### src/rtl/hazard_ctl_if.sv
// Decode/stall/forward bundle between the rv32 pipeline stages and hazard_ctl.
// The master side is the pipeline (decode + execute); the slave side is the hazard controller.
interface hazard_ctl_if #(
    parameter int REG_AW = 5,
    parameter int CNT_W  = 16
);
    logic              id_valid;
    logic [REG_AW-1:0] id_rs1;
    logic [REG_AW-1:0] id_rs2;
    logic              id_rs1_used;
    logic              id_rs2_used;
    logic [REG_AW-1:0] id_rd;
    logic              id_rd_wen;
    logic              id_is_load;
    logic              ex_br_taken;
    logic              cnt_clr;
    logic              stall_fd;
    logic              flush_fd;
    logic              flush_de;
    logic [1:0]        fwd_a_sel;
    logic [1:0]        fwd_b_sel;
    logic [CNT_W-1:0]  stall_cnt;

    modport master (
        output id_valid, id_rs1, id_rs2, id_rs1_used, id_rs2_used,
               id_rd, id_rd_wen, id_is_load, ex_br_taken, cnt_clr,
        input  stall_fd, flush_fd, flush_de, fwd_a_sel, fwd_b_sel, stall_cnt
    );

    modport slave (
        input  id_valid, id_rs1, id_rs2, id_rs1_used, id_rs2_used,
               id_rd, id_rd_wen, id_is_load, ex_br_taken, cnt_clr,
        output stall_fd, flush_fd, flush_de, fwd_a_sel, fwd_b_sel, stall_cnt
    );
endinterface

### src/rtl/hazard_ctl.sv
// RAW hazard controller for the 5-stage rv32 core: EX/MEM/WB destination scoreboard,
// stall/flush generation and saturating stall counter. HAZARD_FWD_EN enables operand forwarding.
module hazard_ctl #(
    parameter int REG_AW = 5,
    parameter int CNT_W  = 16
) (
    input logic         clk,
    input logic         rst,
    hazard_ctl_if.slave bus
);

    logic              ex_v,  mem_v,  wb_v;
    logic              ex_wen, mem_wen, wb_wen;
    logic [REG_AW-1:0] ex_rd, mem_rd, wb_rd;
    logic [CNT_W-1:0]  cnt_q;

    logic rs1_ex, rs1_mem, rs1_wb;
    logic rs2_ex, rs2_mem, rs2_wb;
    logic hazard;
    logic stall;
    logic flush_de;

    function automatic logic hit(
        input logic              ev,
        input logic              ewen,
        input logic [REG_AW-1:0] erd,
        input logic              used,
        input logic [REG_AW-1:0] src
    );
        return ev & ewen & (erd != '0) & used & (src == erd);
    endfunction

    always_comb begin
        rs1_ex  = hit(ex_v,  ex_wen,  ex_rd,  bus.id_rs1_used, bus.id_rs1);
        rs1_mem = hit(mem_v, mem_wen, mem_rd, bus.id_rs1_used, bus.id_rs1);
        rs1_wb  = hit(wb_v,  wb_wen,  wb_rd,  bus.id_rs1_used, bus.id_rs1);
        rs2_ex  = hit(ex_v,  ex_wen,  ex_rd,  bus.id_rs2_used, bus.id_rs2);
        rs2_mem = hit(mem_v, mem_wen, mem_rd, bus.id_rs2_used, bus.id_rs2);
        rs2_wb  = hit(wb_v,  wb_wen,  wb_rd,  bus.id_rs2_used, bus.id_rs2);
    end

`ifdef HAZARD_FWD_EN
    logic              ex_ld;
    logic [1:0]        fwd_a_q, fwd_b_q;
    logic              wbl_v;
    logic [REG_AW-1:0] wbl_rd;

    function automatic logic [1:0] pick(input logic e, input logic m, input logic w);
        if (e)      return 2'b01;
        else if (m) return 2'b10;
        else if (w) return 2'b11;
        else        return 2'b00;
    endfunction

    // Only a load still in EX cannot be forwarded in time.
    assign hazard = ex_ld & (rs1_ex | rs2_ex);

    always_ff @(posedge clk) begin
        if (rst) begin
            ex_ld   <= 1'b0;
            fwd_a_q <= 2'b00;
            fwd_b_q <= 2'b00;
            wbl_v   <= 1'b0;
            wbl_rd  <= '0;
        end else begin
            ex_ld <= bus.id_is_load;
            if (!flush_de && bus.id_valid) begin
                fwd_a_q <= pick(rs1_ex, rs1_mem, rs1_wb);
                fwd_b_q <= pick(rs2_ex, rs2_mem, rs2_wb);
            end else begin
                fwd_a_q <= 2'b00;
                fwd_b_q <= 2'b00;
            end
            if (wb_v && wb_wen && (wb_rd != '0)) begin
                wbl_v  <= 1'b1;
                wbl_rd <= wb_rd;
            end
        end
    end

    // A WB-latch select is only meaningful once a retired write has been captured.
    a_wbl_loaded: assert property (@(posedge clk) disable iff (rst)
        ((fwd_a_q == 2'b11) || (fwd_b_q == 2'b11)) |-> (wbl_v && (wbl_rd != '0)));

    assign bus.fwd_a_sel = fwd_a_q;
    assign bus.fwd_b_sel = fwd_b_q;
`else
    assign hazard = rs1_ex | rs1_mem | rs1_wb | rs2_ex | rs2_mem | rs2_wb;

    assign bus.fwd_a_sel = 2'b00;
    assign bus.fwd_b_sel = 2'b00;
`endif

    assign stall    = bus.id_valid & hazard & ~bus.ex_br_taken;
    assign flush_de = stall | bus.ex_br_taken;

    assign bus.stall_fd  = stall;
    assign bus.flush_fd  = bus.ex_br_taken;
    assign bus.flush_de  = flush_de;
    assign bus.stall_cnt = cnt_q;

    always_ff @(posedge clk) begin
        if (rst) begin
            ex_v    <= 1'b0;
            mem_v   <= 1'b0;
            wb_v    <= 1'b0;
            ex_wen  <= 1'b0;
            mem_wen <= 1'b0;
            wb_wen  <= 1'b0;
            ex_rd   <= '0;
            mem_rd  <= '0;
            wb_rd   <= '0;
        end else begin
            wb_v    <= mem_v;
            wb_wen  <= mem_wen;
            wb_rd   <= mem_rd;
            mem_v   <= ex_v;
            mem_wen <= ex_wen;
            mem_rd  <= ex_rd;
            ex_v    <= bus.id_valid & ~flush_de;
            ex_wen  <= bus.id_rd_wen;
            ex_rd   <= bus.id_rd;
        end
    end

    always_ff @(posedge clk) begin
        if (rst || bus.cnt_clr) begin
            cnt_q <= '0;
        end else if (stall && (cnt_q != '1)) begin
            cnt_q <= cnt_q + CNT_W'(1);
        end
    end

endmodule

### src/flat_wrapper.sv
// flat-port wrapper written by rule: the top's interface ports become plain ports
module hazard_ctl_flat 
#(
    parameter int REG_AW = 5,
    parameter int CNT_W  = 16
)
  (clk, rst, bus_id_valid, bus_id_rs1, bus_id_rs2, bus_id_rs1_used, bus_id_rs2_used, bus_id_rd, bus_id_rd_wen, bus_id_is_load, bus_ex_br_taken, bus_cnt_clr, bus_stall_fd, bus_flush_fd, bus_flush_de, bus_fwd_a_sel, bus_fwd_b_sel, bus_stall_cnt);
  hazard_ctl_if #(.REG_AW(REG_AW), .CNT_W(CNT_W)) bus_i ();
  input logic clk;
  input logic rst;
  input wire logic [$bits(bus_i.id_valid)-1:0] bus_id_valid;
  input wire logic [$bits(bus_i.id_rs1)-1:0] bus_id_rs1;
  input wire logic [$bits(bus_i.id_rs2)-1:0] bus_id_rs2;
  input wire logic [$bits(bus_i.id_rs1_used)-1:0] bus_id_rs1_used;
  input wire logic [$bits(bus_i.id_rs2_used)-1:0] bus_id_rs2_used;
  input wire logic [$bits(bus_i.id_rd)-1:0] bus_id_rd;
  input wire logic [$bits(bus_i.id_rd_wen)-1:0] bus_id_rd_wen;
  input wire logic [$bits(bus_i.id_is_load)-1:0] bus_id_is_load;
  input wire logic [$bits(bus_i.ex_br_taken)-1:0] bus_ex_br_taken;
  input wire logic [$bits(bus_i.cnt_clr)-1:0] bus_cnt_clr;
  output wire logic [$bits(bus_i.stall_fd)-1:0] bus_stall_fd;
  output wire logic [$bits(bus_i.flush_fd)-1:0] bus_flush_fd;
  output wire logic [$bits(bus_i.flush_de)-1:0] bus_flush_de;
  output wire logic [$bits(bus_i.fwd_a_sel)-1:0] bus_fwd_a_sel;
  output wire logic [$bits(bus_i.fwd_b_sel)-1:0] bus_fwd_b_sel;
  output wire logic [$bits(bus_i.stall_cnt)-1:0] bus_stall_cnt;
  assign bus_i.id_valid = bus_id_valid;
  assign bus_i.id_rs1 = bus_id_rs1;
  assign bus_i.id_rs2 = bus_id_rs2;
  assign bus_i.id_rs1_used = bus_id_rs1_used;
  assign bus_i.id_rs2_used = bus_id_rs2_used;
  assign bus_i.id_rd = bus_id_rd;
  assign bus_i.id_rd_wen = bus_id_rd_wen;
  assign bus_i.id_is_load = bus_id_is_load;
  assign bus_i.ex_br_taken = bus_ex_br_taken;
  assign bus_i.cnt_clr = bus_cnt_clr;
  assign bus_stall_fd = bus_i.stall_fd;
  assign bus_flush_fd = bus_i.flush_fd;
  assign bus_flush_de = bus_i.flush_de;
  assign bus_fwd_a_sel = bus_i.fwd_a_sel;
  assign bus_fwd_b_sel = bus_i.fwd_b_sel;
  assign bus_stall_cnt = bus_i.stall_cnt;
  hazard_ctl #(.REG_AW(REG_AW), .CNT_W(CNT_W)) u_core (.clk(clk), .rst(rst), .bus(bus_i));
endmodule
### config.mk
export PLATFORM = sky130hd
export DESIGN_NAME = hazard_ctl_flat
export DESIGN_NICKNAME = d
export VERILOG_FILES = /design/src/rtl/hazard_ctl_if.sv /design/src/rtl/hazard_ctl.sv /design/src/flat_wrapper.sv
export SDC_FILE = /design/constraint.sdc
export NUM_CORES = 1
export LEC_CHECK = 0
export CAP_MARGIN = 20
export CELL_PAD_IN_SITES_DETAIL_PLACEMENT = 0
export CELL_PAD_IN_SITES_GLOBAL_PLACEMENT = 1
export CORE_ASPECT_RATIO = 1.4
export CORE_MARGIN = 8
export CORE_UTILIZATION = 30
export CTS_CLUSTER_DIAMETER = 80
export DETAILED_ROUTE_END_ITERATION = 8
export PLACE_DENSITY = 0.81
export RECOVER_POWER = 25
export SLEW_MARGIN = 20
export SYNTH_ARGS = -nofsm -noshare
export SYNTH_HDL_FRONTEND = slang
export SYNTH_SLANG_ARGS = --single-unit
export TNS_END_PERCENT = 5
### constraint.sdc
create_clock -name clk -period 1.8 [get_ports clk]
set_input_delay 0.18 -clock clk [delete_from_list [all_inputs] [get_ports clk]]
set_output_delay 0.18 -clock clk [all_outputs]
set_load 0.01 [all_outputs]
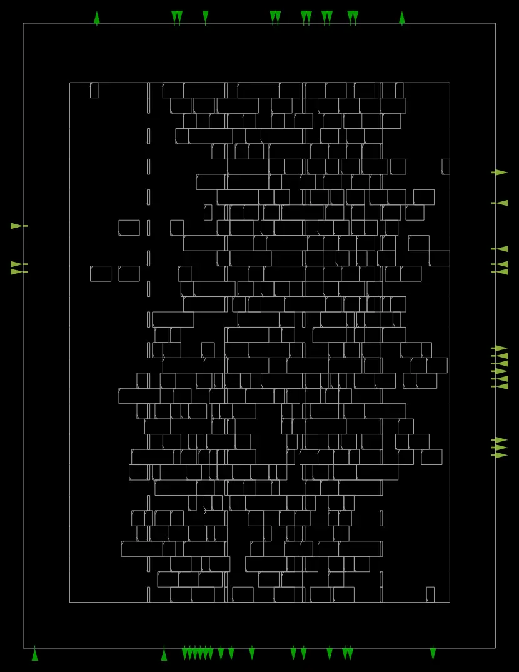
*Placed standard cells*
Final Non-Filler Cells: 384
num rows: 34

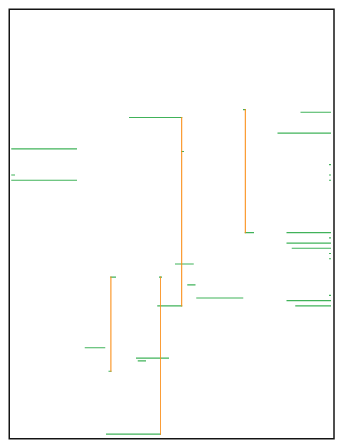
*Metal layers overlaid*
Only two layers are drawn.
| layer | colour | wire length |
|---|---|---|
| met4 | orange | 146 um |
| met3 | green | 181 um |
routed vias: 1,899
final WL: 5430 um
GR Util All Layers: 11.4%

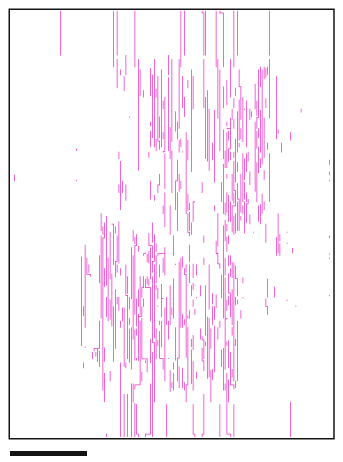
*Metal 2*
Scale bar: 20 um.
share of all routed wire: 52%
nets with wire on the layer: 302
wire length on this layer: 2,840 um
longest straight run: 39.6 um
met2 Use GR: 20.5%

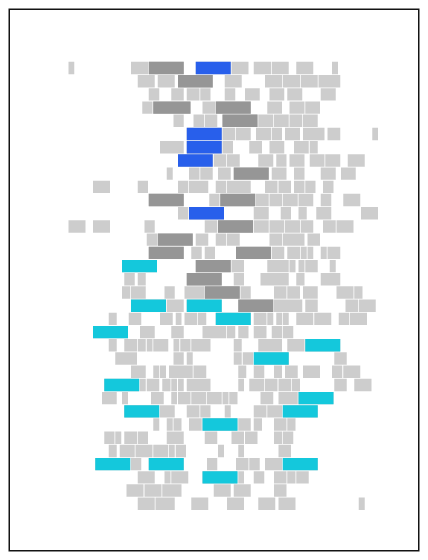
*Sequential cells coloured by netlist name*
Other sequential cells in the stronger grey, the rest of the logic in the fainter grey.
| signal | colour | flops |
|---|---|---|
| u_core.bus.stall_cnt | cyan | 16 |
| u_core.mem_rd | blue | 5 |
not coloured: 16

==> GITHUB_STEP_SUMMARY <==
### Metrics collected by this job

| Metric | Value |
|---|---|
| # fillers | `595` |
| Final number of setup-violating endpoints | `19` |
| Clock Sinks | `37` |
| Register area share after synthesis | `38.1%` |
| PD cells | `between 500 and 600 nW/um^2` |
| RSZ-0062 raised after global routing | `true` |
| Reg2reg end | `u_core.bus.stall_cnt[4]` |
| Fin. Hold Viols | `0` |
| Worst Max-Slew Pin Slew | `949 ps` |
| Number of enable flip-flop cells | `0` |
| Flop pwr share | `51.5%` |
| Die W | `84.0 um` |
| Number of global-route vias before repair | `1,941` |
| Worst Path Required | `1620 ps` |
| Synth unique cells | `41` |
| Worst hold endpoint | `u_core.ex_rd[0]` |
| Synth warn | `0` |
| Die Ht | `111 um` |
| FF-to-FF setup slack | `-500 ps` |
| Psw | `384 uW` |
| Top cells by count, synth | `dfxtp_1, xor2_1, nor2b_1, nand2_1, nor2_1` |
| Drt first pass iters | `4` |
| Critical path class | `reg -> out` |
| Clk_lat worst skew | `290 ps` |
| Area growth, synth to finish | `49.5%` |
| Remaining antenna violation count | `0` |
| P_int | `around 1.3 mW` |
| Violated checks | `negative setup slack` |
| Largest net degree at the start of global routing | `23` |
| Most common reg cell | `dfxtp_1` |
| Grt total ovfl | `0` |
| Worst R2R Path Depth | `9` |
| CTS tree | `yes` |
| Final WS setup | `-535 ps` |
| # nets final | `around 340` |
| Yosys Chip Area | `around 2000 um^2` |
| Log Warnings | `30` |
| Hold Path Origin | `bus_id_rd[0]` |
| Yosys top cell by area | `dfxtp_1` |
| Max Clock Skew | `8.16 ps` |
| HPWL Detailed | `4170 um` |
| Final min period | `2330 ps` |
| Worst min path class | `in -> reg` |
| Highest fanout seen on the critical path | `3` |
| Max frequency | `between 0.4 and 0.5 GHz` |
| Final worst-path cycle share | `130%` |
| Critical Path Max Stage Delay | `520 ps` |
| Status | `finished with violations` |
| WP data arrival | `2150 ps` |
==> metal layers <==
| metal | global-route usage [%] | share of wire, % | up-vias | routed length [um] |
|---|---|---|---|---|
| li1 | - | - | 952 | - |
| met2 | 20.5 | 52 | 39 | 2840 |
| met3 | 2.13 | 3.3 | 10 | 181 |
| met1 | 12.4 | 42 | 898 | 2260 |
| met5 | 0 | 0 | - | 0 |
| met4 | 5.32 | 2.7 | 0 | 146 |
==> through the flow <==
stage / power (mW) / worst slack (ps) / TNS, ps
6_report: 1.64 / -535 / -8090
3_5_place_dp: 1.08 / -748 / -12080
2_1_floorplan: 0.962 / -162 / -1980
3_3_place_gp: 1.07 / -761 / -11680
4_1_cts: 1.66 / -568 / -9400
5_1_grt: 1.71 / -651 / -10620
==> cell families after synthesis <==
group,synth area share [%]
adder cells (fa/ha/maj),0.644
XOR/XNOR,13.5
multiplexers,1.03
other,0.193
AND/OR/NAND/NOR,30.1
flip-flops,38.1
buffers and inverters,4.51
AND-OR/OR-AND,11.8
==> worst max-delay path by stage <==
stage	startpoint	end	slack [ps]	depth (start not counted)
after CTS	u_core.ex_rd[0]	bus_flush_de	-570	6
after global placement	bus_id_rs1[1]	bus_stall_fd	-760	8
after detailed placement	bus_id_rs1[1]	bus_stall_fd	-750	8
after global routing	u_core.mem_rd[4]	u_core.bus.stall_cnt[5]	-650	10
after floorplan	u_core.wb_rd[0]	u_core.bus.stall_cnt[13]	-160	8
final	u_core.ex_rd[0]	bus_stall_fd	-530	8
==> repair_timing <==
| item | 4_1_cts | 5_1_grt |
|---|---|---|
| hold buffers | 0 | 0 |
| setup buffers | 4 | 1 |
| endpoints found under the setup margin | 19 | 19 |
| pin swaps | 13 | 13 |
| gates resized | 13 | 13 |
| gates cloned | 0 | 1 |
==> critical path: cells and delay by family (launching register included) <==
| kind | cells | cell delay (ps) |
|---|---|---|
| AND/OR/NAND/NOR | 3 | 790 |
| AND-OR/OR-AND | 2 | 390 |
| buffers and inverters | 3 | 370 |
| flip-flops | 1 | 320 |
==> registers in the layout (all words and copies together) (netlist names) <==
name / flops
u_core.bus.stall_cnt: 16
u_core.ex_rd: 5
u_core.mem_rd: 5
u_core.wb_rd: 5
u_core.ex_v: 1
u_core.ex_wen: 1
u_core.mem_v: 1
u_core.mem_wen: 1
u_core.wb_v: 1
u_core.wb_wen: 1
==> power groups by stage <==
stage	Clock (mW)	Combinational, mW	Sequential (mW)
after floorplan	0	0.0931	0.869
after global placement	0	0.208	0.864
after detailed placement	0	0.210	0.865
after CTS	0.599	0.217	0.846
after global routing	0.632	0.235	0.849
final	0.582	0.215	0.847
==> area by class of cell <==
cell class / instances / area [um^2] / share of cell area (%)
repair buffers: 94 / 812 / 28.0
multi-input cells: 173 / 1170 / 40.3
well taps: 72 / 90.1 / 3.10
clock buffers: 7 / 86.3 / 2.97
flip-flops and latches: 37 / 742 / 25.5
inverters: 1 / 3.75 / 0.129
==> cell usage in the layout, fill, tap and decap left out, types with 11 or more instances in the layout <==
cell	netlist	routed
nand2_1	15	15
a21oi_1	13	11
buf_4	6	49
dfxtp_1	37	36
nor2_1	14	14
nor2b_1	21	21
clkdlybuf4s50_1	0	39
xor2_1	24	24
Power figures rest on the tool's default switching activity, not on a simulated workload.
